Figure 1. PDN straps and rails (run 1).
Pins as bars on the die edge.
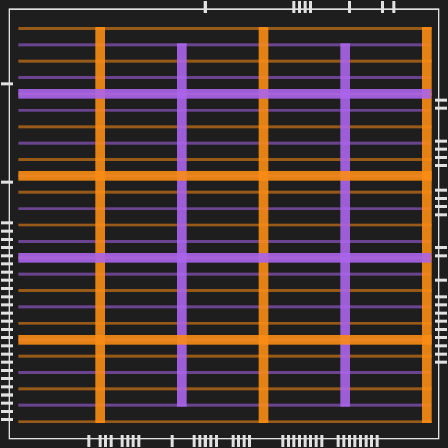
Figure 2. Signal wires on met1 (run 1).
Supply wires on this layer in grey.
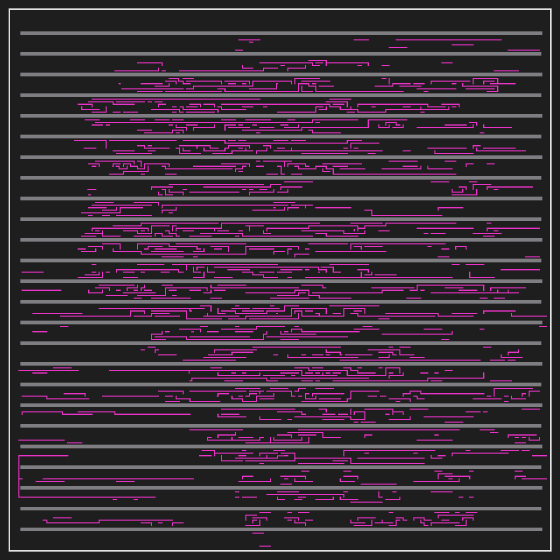
Figure 3. Gate families picked out (run 1).
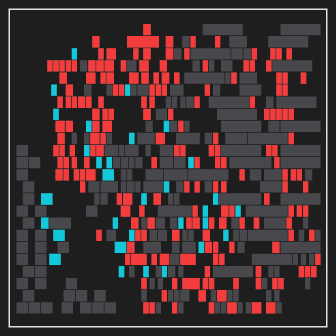
File: src/rtl/dm_selftest.sv
// March-test engine for the data memory: 0-write up, r0/w1 up, r1/w0 down, r0 up.
// Owns the DM port while busy; stops on the first mismatch and reports its address.
`timescale 1ns/1ps
module dm_selftest #(
  parameter int unsigned ADDR_W = 10,
  parameter int unsigned DATA_W = 32
) (
  input  logic              clk,
  input  logic              rst_n,
  input  logic              start,
  output logic              finish,
  output logic              pass,
  output logic [ADDR_W-1:0] fail_addr,
  output logic              busy,
  output logic              mem_we,
  output logic [ADDR_W-1:0] mem_addr,
  output logic [DATA_W-1:0] mem_wdata,
  input  logic [DATA_W-1:0] mem_rdata
);

  typedef enum logic [2:0] {
    S_IDLE, S_M0, S_M1R, S_M1W, S_M2R, S_M2W, S_M3, S_DONE
  } state_t;

  localparam logic [ADDR_W-1:0] LAST_ADDR = '1;

  state_t            r_state;
  logic [ADDR_W-1:0] r_addr;
  logic              r_pass;
  logic [ADDR_W-1:0] r_fail_addr;

  logic              w_read;
  logic [DATA_W-1:0] w_expect;
  logic              w_mismatch;
  logic              w_at_last;
  logic              w_at_first;

  always_comb begin
    w_read   = (r_state == S_M1R) || (r_state == S_M2R) || (r_state == S_M3);
    w_expect = (r_state == S_M2R) ? '1 : '0;
    w_mismatch = w_read && (mem_rdata != w_expect);
    w_at_last  = (r_addr == LAST_ADDR);
    w_at_first = (r_addr == '0);
  end

  always_ff @(posedge clk or negedge rst_n) begin
    if (!rst_n) begin
      r_state     <= S_IDLE;
      r_addr      <= '0;
      r_pass      <= 1'b0;
      r_fail_addr <= '0;
    end else begin
      case (r_state)
        S_IDLE: begin
          if (start) begin
            r_state     <= S_M0;
            r_addr      <= '0;
            r_pass      <= 1'b1;
            r_fail_addr <= '0;
          end
        end
        S_DONE: begin
          if (!start) begin
            r_state <= S_IDLE;
            r_addr  <= '0;
          end
        end
        default: begin
          // Entering DONE outranks an abort requested on the same edge.
          if (w_mismatch) begin
            r_state     <= S_DONE;
            r_pass      <= 1'b0;
            r_fail_addr <= r_addr;
          end else if (r_state == S_M3 && w_at_last) begin
            r_state <= S_DONE;
          end else if (!start) begin
            r_state     <= S_IDLE;
            r_addr      <= '0;
            r_pass      <= 1'b0;
            r_fail_addr <= '0;
          end else begin
            case (r_state)
              S_M0: begin
                if (w_at_last) begin
                  r_state <= S_M1R;
                  r_addr  <= '0;
                end else begin
                  r_addr <= r_addr + 1'b1;
                end
              end
              S_M1R: r_state <= S_M1W;
              S_M1W: begin
                if (w_at_last) begin
                  r_state <= S_M2R;
                  r_addr  <= LAST_ADDR;
                end else begin
                  r_state <= S_M1R;
                  r_addr  <= r_addr + 1'b1;
                end
              end
              S_M2R: r_state <= S_M2W;
              S_M2W: begin
                if (w_at_first) begin
                  r_state <= S_M3;
                  r_addr  <= '0;
                end else begin
                  r_state <= S_M2R;
                  r_addr  <= r_addr - 1'b1;
                end
              end
              S_M3:    r_addr <= r_addr + 1'b1;
              default: r_state <= S_IDLE;
            endcase
          end
        end
      endcase
    end
  end

  always_comb begin
    busy      = (r_state != S_IDLE) && (r_state != S_DONE);
    finish    = (r_state == S_DONE);
    mem_we    = (r_state == S_M0) || (r_state == S_M1W) || (r_state == S_M2W);
    mem_addr  = r_addr;
    mem_wdata = (r_state == S_M1W) ? '1 : '0;
    pass      = r_pass;
    fail_addr = r_fail_addr;
  end

endmodule

File: config.mk
export PLATFORM = sky130hd
export DESIGN_NAME = dm_selftest
export DESIGN_NICKNAME = d
export VERILOG_FILES = /design/src/rtl/dm_selftest.sv
export SDC_FILE = /design/constraint.sdc
export NUM_CORES = 1
export LEC_CHECK = 0
export ABC_AREA = 1
export ABC_CLOCK_PERIOD_IN_PS = 2300
export CAP_MARGIN = 30
export CORE_UTILIZATION = 50
export DETAILED_ROUTE_END_ITERATION = 6
export DONT_BUFFER_PORTS = 1
export GPL_TIMING_DRIVEN = 0
export PLACE_DENSITY = 0.75
export SLEW_MARGIN = 30
export SYNTH_ARGS = -nofsm -noshare
export SYNTH_HDL_FRONTEND = slang
export SYNTH_SLANG_ARGS = --single-unit
File: constraint.sdc
create_clock -name clk -period 2.3 [get_ports clk]
set_clock_uncertainty 0.1 [all_clocks]
set_input_delay 0.46 -clock clk [delete_from_list [all_inputs] [get_ports clk]]
set_output_delay 0.46 -clock clk [all_outputs]
set_load 0.01 [all_outputs]
==> impl_metrics.xml, run 1 <==
<?xml version="1.0" encoding="UTF-8"?>
<metrics>
  <group name="status">
    <metric name="status" unit="">finished with violations</metric>
    <metric name="violations" unit="">DRC</metric>
  </group>
  <group name="flow_run">
    <metric name="tool_warnings" unit="">28</metric>
  </group>
  <group name="yosys">
    <metric name="synth.cell_area" unit="um^2">2380</metric>
    <metric name="yosysWarnings" unit="">0</metric>
    <metric name="edf_count" unit="">0</metric>
  </group>
  <group name="detailed_routing">
    <metric name="routed_via_density" unit="">5.37</metric>
    <metric name="detail_route.drc_violations" unit="">5</metric>
    <metric name="wl_met1" unit="um">2590</metric>
    <metric name="met2RoutedLength" unit="um">2650</metric>
    <metric name="drt-initial-drc-count" unit="">100</metric>
  </group>
  <group name="clocking">
    <metric name="post-cts-setup-buffers" unit="">0</metric>
    <metric name="cts.hold.buffers_added" unit="">1</metric>
    <metric name="clk_pin_slew" unit="ns">0.08</metric>
    <metric name="cts.sinks" unit="">24</metric>
  </group>
  <group name="worst_setup_path">
    <metric name="crit_arrival" unit="ns">2.29</metric>
    <metric name="timing.setup.critical_path_class" unit="">reg2reg</metric>
    <metric name="reg2reg_slack" unit="ns">0.10</metric>
    <metric name="r2r_cells" unit="">12</metric>
    <metric name="critical_path_required" unit="ns">2.39</metric>
    <metric name="critPathMaxStageDelay" unit="ns">0.49</metric>
  </group>
  <group name="layout">
    <metric name="layoutNonFillerInstCount" unit="">443</metric>
    <metric name="nonClockBufferCount" unit="">46</metric>
    <metric name="postLayoutCoreUtil" unit="">0.575</metric>
    <metric name="final_net_count" unit="">429</metric>
  </group>
  <group name="sta">
    <metric name="finalMaxSlewViolations" unit="">0</metric>
    <metric name="worstMarginPinSlew" unit="ns">0.710</metric>
  </group>
  <group name="grt">
    <metric name="largest_net_degree_at_the_start_of_global_routing" unit="">25</metric>
    <metric name="vias_in_the_first_global_route" unit="">2199</metric>
    <metric name="grt_util_all_layers" unit="">0.234</metric>
  </group>
  <group name="place">
    <metric name="gp_congestion" unit="">0.920</metric>
    <metric name="buffer_ports.inserted" unit="">0</metric>
  </group>
  <group name="floorplan">
    <metric name="core_area" unit="um^2">4470</metric>
  </group>
</metrics>
Back to the opening pictures, Figure 1:
legend:
  VSS:
    colour: orange
  VDD:
    colour: purple
rows: 24
met4 straps: 5
met5 straps: 4
met1 rails: 25
signal pins: 91

Back to the opening pictures, Figure 2:
wire length on this layer: 2590 um
nets with wire on the layer: 378

Back to the opening pictures, Figure 3:
legend:
  NAND gates:
    colour: red
    cells: 185
    most_used: nand2_1
    where: widely spread
  inverters:
    colour: cyan
    cells: 31
    most_used: inv_1

[run 1: metrics by stage]
stage / hold WS (ns) / setup TNS (ns)
2_1_floorplan: 0.0644 / 0
3_3_place_gp: 0.0648 / -0.360
3_5_place_dp: 0.0649 / -0.959
4_1_cts: 0.388 / 0
5_1_grt: 0.0893 / -0.0230
6_report: 0.0588 / 0
[run 1: state kept, by name, summed over array words and instances (netlist names)]
name / flops
r_state: 3
mem_addr: 10
pass: 1
fail_addr: 10
[run 1: power breakdown]
group,switching [uW],internal (uW),leakage [uW]
logic,1320,782,0.000970
registers,157,533,0.000322
clock network,125,153,0.0000288
Figure 4. Sequential cells coloured by netlist name (run 1).
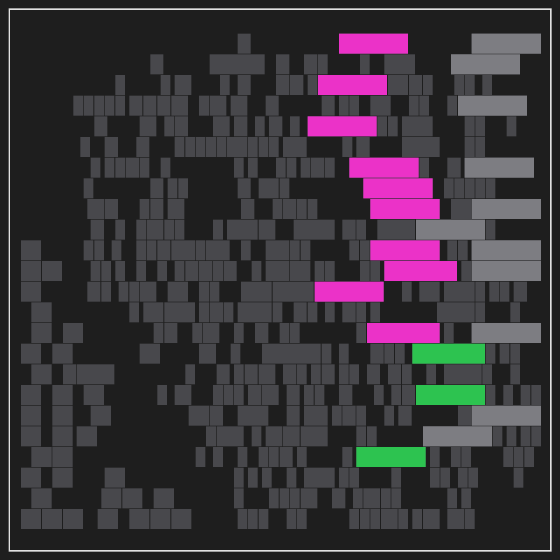

==> run 2, diff against run 1 <==
--- a/config.mk
+++ b/config.mk
@@ -12,7 +12,6 @@
 export DETAILED_ROUTE_END_ITERATION = 6
 export DONT_BUFFER_PORTS = 1
 export GPL_TIMING_DRIVEN = 0
-export PLACE_DENSITY = 0.75
 export SLEW_MARGIN = 30
 export SYNTH_ARGS = -nofsm -noshare
 export SYNTH_HDL_FRONTEND = slang
==> constraint.sdc (replaced) <==
create_clock -name clk -period 2.3 [get_ports clk]
set_clock_uncertainty 0.1 [all_clocks]
set_input_delay 0.69 -clock clk [delete_from_list [all_inputs] [get_ports clk]]
set_output_delay 0.69 -clock clk [all_outputs]
set_load 0.01 [all_outputs]
Figure 5. Sequential cells coloured by netlist name (run 2).
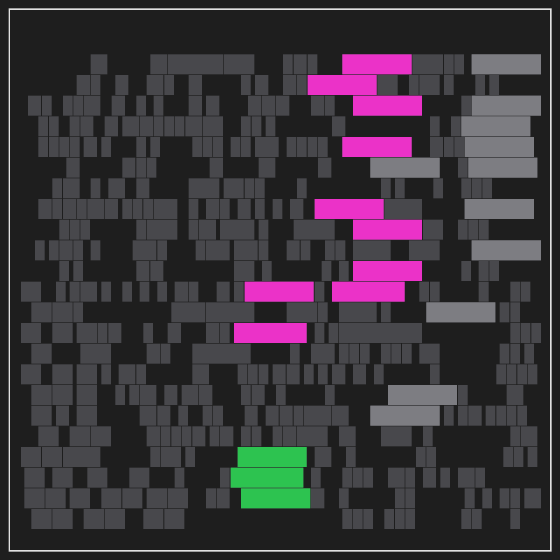
legend:
  `mem_addr`:
    colour: magenta
    sequential_cells: 10
  `r_state`:
    colour: green
    sequential_cells: 3

Figure 6. PDN straps and rails (run 2).
Pins as bars on the die edge.
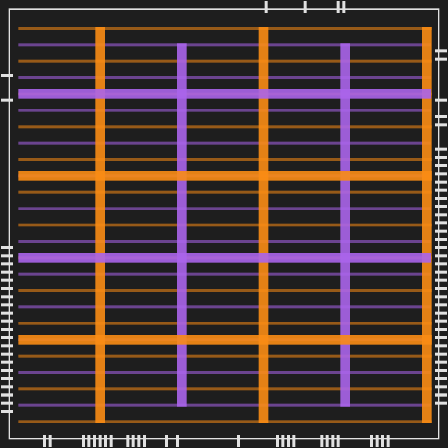
legend:
  VDD:
    colour: purple
  VSS:
    colour: orange
met4 straps: 5
met5 straps: 4
met1 rails: 25
signal pins: 91

==> run 2 against run 1 <==
- the run still ends with DRC left
- final cell count decreased by 0.23%
- synthesized cell count is the same
- clock-buffer cell count shrank 1
- combinational power about the same
- register-to-register slack improved by 0.04 ns
- critical endpoint is now mem_wdata[31]
- largest cell class unchanged
- highest routed layer unchanged
==> impl_metrics.xml, run 2 <==
<?xml version="1.0" encoding="UTF-8"?>
<metrics>
  <group name="status">
    <metric name="status" unit="">finished with violations</metric>
    <metric name="violations" unit="">DRC</metric>
  </group>
  <group name="worst_setup_path">
    <metric name="critical_path_required" unit="ns">1.51</metric>
    <metric name="timing.setup.critical_path_class" unit="">reg2out</metric>
    <metric name="reg2reg_slack" unit="ns">0.14</metric>
    <metric name="r2r_cells" unit="">12</metric>
  </group>
  <group name="yosys">
    <metric name="yosysWarnings" unit="">0</metric>
    <metric name="edf_count" unit="">0</metric>
    <metric name="synth.cell_area" unit="um^2">2380</metric>
  </group>
  <group name="sta">
    <metric name="finalMaxSlewViolations" unit="">0</metric>
    <metric name="whs" unit="ns">0.0168</metric>
    <metric name="worstMarginPinSlew" unit="ns">0.378</metric>
  </group>
  <group name="power">
    <metric name="clockPowerShare" unit="">0.112</metric>
    <metric name="p_int" unit="uW">1570</metric>
    <metric name="power.group.top" unit="">combinational logic</metric>
    <metric name="power.combinational.fraction" unit="">0.670</metric>
    <metric name="power.clock.total" unit="uW">357</metric>
    <metric name="seq_power_share" unit="">0.218</metric>
    <metric name="p_seq" unit="uW">695</metric>
    <metric name="power_combinational" unit="uW">2130</metric>
  </group>
  <group name="place">
    <metric name="gp_congestion" unit="">0.894</metric>
    <metric name="buffer_ports.inserted" unit="">0</metric>
  </group>
  <group name="detailed_routing">
    <metric name="drt-initial-drc-count" unit="">124</metric>
    <metric name="detail_route.drc_violations" unit="">10</metric>
  </group>
  <group name="clocking">
    <metric name="clk_pin_slew" unit="ns">0.08</metric>
    <metric name="cts.hold.buffers_added" unit="">0</metric>
    <metric name="cts.sinks" unit="">24</metric>
  </group>
  <group name="grt">
    <metric name="vias_in_the_first_global_route" unit="">2071</metric>
  </group>
  <group name="layout">
    <metric name="final_net_count" unit="">428</metric>
  </group>
</metrics>
==> run 2: cell families (layout without fill, tap and decap cells) <==
kind of cell	after synthesis	count (layout)	share of synthesized area
adder cells (fa/ha/maj)	2	2	0.0105
buffers and inverters	70	80	0.185
AND-OR/OR-AND	31	31	0.0787
XOR/XNOR	5	5	0.0184
AND/OR/NAND/NOR	248	248	0.455
flip-flops	24	24	0.252
==> run 2: worst max-delay path, cell delays in order (launching register included) <==
cell        delay (ns)
dfrtp_2           0.48
inv_4             0.14
nand3_4           0.15
clkinvlp_4        0.12
buf_4             0.15
buf_4             0.13
==> run 2: metal layers <==
layer  up-vias  track usage  share of wire
met4         0       0.0467         0.0061
met1      1027        0.330           0.48
li1       1204            -              -
met5         -            0              0
met3         2       0.0256          0.066
met2        86        0.396           0.45
Power is estimated from default activity; no workload was simulated.
